$ cat src/rtl/scr_pkg.sv
// scr_pkg: shared types and constants for the frame-level additive scrambler.
`default_nettype none

package scr_pkg;

   typedef enum logic [1:0] {
      ST_IDLE  = 2'd0,
      ST_RUN   = 2'd1,
      ST_DRAIN = 2'd2,
      ST_DONE  = 2'd3
   } scr_state_e;

   // Feedback taps: bits 0, 1, 2 and 7.
   localparam logic [7:0] LFSR_TAPS    = 8'h87;
   localparam logic [7:0] SEED_DEFAULT = 8'h01;

   function automatic logic [7:0] lfsr_next(input logic [7:0] s);
      return {s[6:0], ^(s & LFSR_TAPS)};
   endfunction

endpackage

`default_nettype wire

$ cat src/rtl/scr_lfsr8.sv
// scr_lfsr8: 8-bit keystream LFSR with seed load (zero seed forced to SEED_DEFAULT).
`default_nettype none

module scr_lfsr8
   import scr_pkg::*;
(
   input  logic       clk1,
   input  logic       rst,
   input  logic       load,
   input  logic [7:0] load_val,
   input  logic       step,
   output logic [7:0] state
);

   logic [7:0] state_q;

   always_ff @(posedge clk1 or negedge rst) begin
      if (!rst) begin
         state_q <= SEED_DEFAULT;
      end else if (load) begin
         // An all-zero state would lock the LFSR, so it is never loaded.
         state_q <= (load_val == 8'h00) ? SEED_DEFAULT : load_val;
      end else if (step) begin
         state_q <= lfsr_next(state_q);
      end
   end

   assign state = state_q;

endmodule

`default_nettype wire

$ cat src/rtl/scrambler_frame_ctrl.sv
// scrambler_frame_ctrl: frame sequencer that XORs a byte stream with an LFSR keystream,
// counts bytes against the programmed length and flags last byte / frame completion.
`default_nettype none

module scrambler_frame_ctrl
   import scr_pkg::*;
#(
   parameter int LEN_W = 16
) (
   input  logic             clk1,
   input  logic             rst,
   input  logic             start,
   input  logic [7:0]       seed,
   input  logic [LEN_W-1:0] frame_len,
   input  logic             scramble_en,
   input  logic             abort,
   input  logic             in_valid,
   output logic             in_ready,
   input  logic [7:0]       in_data,
   output logic             out_valid,
   input  logic             out_ready,
   output logic [7:0]       out_data,
   output logic             out_last,
   output logic             busy,
   output logic             done
);

   scr_state_e       state_q;
   logic [LEN_W-1:0] remaining_q;
   logic             en_q;
   logic             out_valid_q;
   logic [7:0]       out_data_q;
   logic             out_last_q;
   logic             done_q;

   logic [7:0]       lfsr_state;
   logic [7:0]       scr_byte_d;
   logic             in_xfer;
   logic             out_xfer;
   logic             lfsr_load;

   assign in_ready   = (state_q == ST_RUN) && (!out_valid_q || out_ready);
   assign in_xfer    = in_valid && in_ready;
   assign out_xfer   = out_valid_q && out_ready;
   assign lfsr_load  = (state_q == ST_IDLE) && start;
   assign scr_byte_d = in_data ^ (en_q ? lfsr_state : 8'h00);

   scr_lfsr8 u_lfsr (
      .clk1     (clk1),
      .rst      (rst),
      .load     (lfsr_load),
      .load_val (seed),
      .step     (in_xfer),
      .state    (lfsr_state)
   );

   always_ff @(posedge clk1 or negedge rst) begin
      if (!rst) begin
         state_q     <= ST_IDLE;
         remaining_q <= '0;
         en_q        <= 1'b0;
         out_valid_q <= 1'b0;
         out_data_q  <= 8'h00;
         out_last_q  <= 1'b0;
         done_q      <= 1'b0;
      end else begin
         done_q <= 1'b0;
         case (state_q)
            ST_IDLE: begin
               if (start) begin
                  remaining_q <= frame_len;
                  en_q        <= scramble_en;
                  if (frame_len == '0) begin
                     state_q <= ST_DONE;
                     done_q  <= 1'b1;
                  end else begin
                     state_q <= ST_RUN;
                  end
               end
            end
            ST_RUN: begin
               if (abort) begin
                  out_valid_q <= 1'b0;
                  out_last_q  <= 1'b0;
                  state_q     <= ST_DONE;
                  done_q      <= 1'b1;
               end else begin
                  // Drain and reload may coincide; the load below wins.
                  if (out_xfer) begin
                     out_valid_q <= 1'b0;
                     out_last_q  <= 1'b0;
                  end
                  if (in_xfer) begin
                     out_data_q  <= scr_byte_d;
                     out_valid_q <= 1'b1;
                     out_last_q  <= (remaining_q == LEN_W'(1));
                     remaining_q <= remaining_q - LEN_W'(1);
                     if (remaining_q == LEN_W'(1)) begin
                        state_q <= ST_DRAIN;
                     end
                  end
               end
            end
            ST_DRAIN: begin
               if (abort || out_xfer) begin
                  out_valid_q <= 1'b0;
                  out_last_q  <= 1'b0;
                  state_q     <= ST_DONE;
                  done_q      <= 1'b1;
               end
            end
            ST_DONE: begin
               state_q <= ST_IDLE;
            end
            default: begin
               state_q <= ST_IDLE;
            end
         endcase
      end
   end

   assign out_valid = out_valid_q;
   assign out_data  = out_data_q;
   assign out_last  = out_last_q;
   assign busy      = (state_q == ST_RUN) || (state_q == ST_DRAIN);
   assign done      = done_q;

endmodule

`default_nettype wire

$ cat config.mk
export PLATFORM = sky130hd
export DESIGN_NAME = scrambler_frame_ctrl
export DESIGN_NICKNAME = d
export VERILOG_FILES = /design/src/rtl/scr_pkg.sv /design/src/rtl/scr_lfsr8.sv /design/src/rtl/scrambler_frame_ctrl.sv
export SDC_FILE = /design/constraint.sdc
export NUM_CORES = 1
export LEC_CHECK = 0
export ABC_AREA = 1
export CORE_ASPECT_RATIO = 1.5
export CORE_UTILIZATION = 40
export DETAILED_ROUTE_END_ITERATION = 12
export PLACE_DENSITY_LB_ADDON = 0.08
export SYNTH_ARGS = -nofsm -noshare
export SYNTH_HDL_FRONTEND = slang
export SYNTH_HIERARCHICAL = 1
export SYNTH_SLANG_ARGS = --single-unit
$ cat constraint.sdc
create_clock -name clk1 -period 1.7 [get_ports clk1]
set_input_delay 0.34 -clock clk1 [delete_from_list [all_inputs] [get_ports clk1]]
set_output_delay 0.34 -clock clk1 [all_outputs]
set_load 0.02 [all_outputs]
==> images/gates.png <==
Drawn at 3 px/µm.
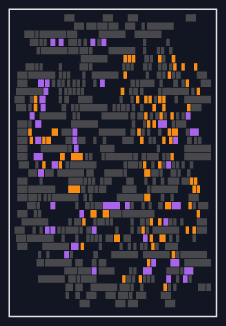
Key: aoi and oai cells = purple [cells 43, most used o21ai_0, where all over the die]; nor cells = orange [cells 74, most used nor2_1]
Finished Layout Cells: 547
Commonest Layout Cell: nand2_1
Comb/total area: 42.6%

==> Slide: Implementation Results <==
Synthesis and Place & Route Summary

Global route
  • First-pass GRT wire length: 11500 µm
  • Vias in the first global route: 2639

Die
  • Num ports: 52
  • Fp_density: 41.3%
  • Total die size: 0.00699 mm²

Worst setup path
  • Crit start category: flip-flop
  • Critical Path Slowest Stage Cell: dfrtp_1
  • Critical path class: flip-flop to primary output
  • Worst-path cell chain: inv_1 > ha_2 > nand2_1 > inv_1 > clkdlybuf4s15_2
  • Worst Path Arrival: 1.34 ns
  • Most used cell, CP: inv_1

Synth
  • Yosys stat chip area: 0.00266 mm²
  • Asr flop ratio synth: 100%
  • Post-synth top flop: dfrtp_1
  • Floorplan Nets: 446
  • Count of cell types in the netlist: 30

Clock tree
  • CTS H-tree lvls: 2
  • Sink Count: 38
  • Setup Buffers After CTS: 0

Outcome
  • Outcome: complete, no violations

Timing
  • F_max: 0.597 GHz
  • Post-layout min period: 1.68 ns
  • Rel. slew slack: 66.8%
  • Hold_ws: 0.0953 ns
  • Slew Viols, Final: 0
  • Clock skew: 0.0121 ns
  • Post-Route Setup TNS: 0 ns
  • Slew @ Worst Pin: 0.498 ns

Finish
  • Layout area overhead: 30.2%
  • Layout cell share with drive strength beyond 1: 13.6%
  • Top Layout Cells: nand2_1, nor2_1, clkdlybuf4s50_1, dfrtp_1, inv_1
  • Nets: 515

Placement
  • Post-DP HPWL: 5400 µm
  • RePlAce Congestion: 0.846

Flow run
  • Number of max-cap violations: 0

Route
  • Drt via density: 4.89
==> images/layers.png <==
Drawn at 4 px/µm.
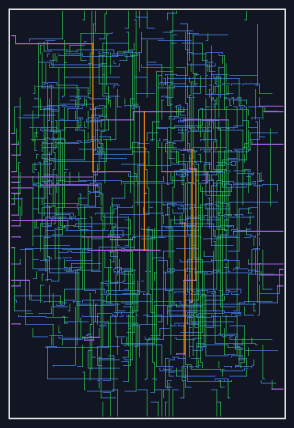
Key: M1 = blue [wire length 2680 µm]; M3 = purple [wire length 265 µm]; M2 = green [wire length 3760 µm]; M4 = orange [wire length 165 µm]
gr usage total: 22.1%
vias post-DR: 2677
final wirelength: 6870 µm
routed length per instance: 12.6 µm

==> area by class of cell <==
class                      count  area [µm²]
timing repair buffer          72         669
tap                           76        95.1
fill                         681        2980
sequential                    38         952
inverter                      42         168
clock inverter                 1        30.0
multi-input combinational    311        1480
clock buffer                   7        76.3
==> stage by stage <==
stage	total power, mW	cell area, µm²	std cells
floorplan	4.34	2660	401
global placement	5.44	3340	539
detailed placement	5.47	3340	539
CTS	6.25	3450	547
global route	6.82	3470	547
finish	6.24	3470	547
==> cell families (layout without fill, tap and decap cells) <==
kind of cell / count (synthesis) / count (layout) / share of synthesized area [%]
compound gates: 43 / 43 / 9.87
xor+xnor: 8 / 8 / 2.63
fa+ha+maj: 6 / 6 / 2.82
buf+inv: 52 / 122 / 9.40
flops: 38 / 38 / 35.8
simple gates: 254 / 254 / 39.5
==> synth_stat cells, types with 2 or more instances <==
library cell / count / area [µm²]
a21oi_1: 8 / 40.0
buf_2: 4 / 20.0
buf_6: 3 / 33.8
dfrtp_1: 37 / 926
ha_1: 6 / 75.1
inv_1: 32 / 120
inv_2: 8 / 30.0
nand2_1: 149 / 559
nand3_1: 24 / 120
nand3_2: 3 / 30.0
nand4_1: 3 / 18.8
nor2_1: 63 / 236
nor2_2: 6 / 37.5
nor2_4: 2 / 22.5
nor3_1: 2 / 10.0
o21ai_0: 15 / 75.1
o21ai_1: 5 / 25.0
o21ai_2: 7 / 61.3
o22ai_1: 6 / 37.5
xnor2_1: 8 / 70.1
==> registers in the layout (all words and copies together) (netlist names) <==
| register | cells |
|---|---|
| out_data | 8 |
| remaining_q | 16 |
| out_valid | 1 |
| done | 1 |
| u_lfsr/state | 8 |
| out_last | 1 |
| en_q | 1 |
| state_q | 2 |
==> worst paths after layout <==
path                        startpoint               to  slack [ns]  cells after the start
setup / recovery            state_q[1]         in_ready        0.02                      5
hold reg to reg            out_data[0]      out_data[0]        0.51                      2
hold / removal                     rst   remaining_q[9]         0.1                      2
max in group asynchronous          rst  u_lfsr/state[0]        1.24                      2
min in group clk1          out_data[0]      out_data[0]        0.51                      2
setup reg to reg            state_q[1]  remaining_q[13]        0.10                     11
==> layer usage <==
metal | wire length (µm) | vias to the layer above | track usage (%) | part of all wire (%)
li1 | - | 1387 | - | -
met1 | 2680 | 1223 | 22.9 | 39
met2 | 3760 | 56 | 42.8 | 55
met3 | 265 | 11 | 3.79 | 3.9
met4 | 165 | 0 | 7.21 | 2.4
met5 | 0 | - | 0 | 0
==> worst max-delay path: cells and delay by family, from the launching register on <==
family / cells / cell delay [ns]
adder cells (fa/ha/maj): 1 / 0.21
buffers and inverters: 3 / 0.38
flip-flops: 1 / 0.38
AND/OR/NAND/NOR: 1 / 0.07
==> report_power, final <==
group / switching, mW / internal (mW)
Combinational: 2.22 / 1.50
Sequential: 0.404 / 1.35
Clock: 0.324 / 0.439
Total: 2.95 / 3.29
==> timing repair <==
item | CTS | global route
setup endpoints to repair | 8 | 25
hold buffers | 0 | 0
pin swaps | 0 | 1
resized | 8 | 7
Power figures rest on the tool's default switching activity, not on a simulated workload.
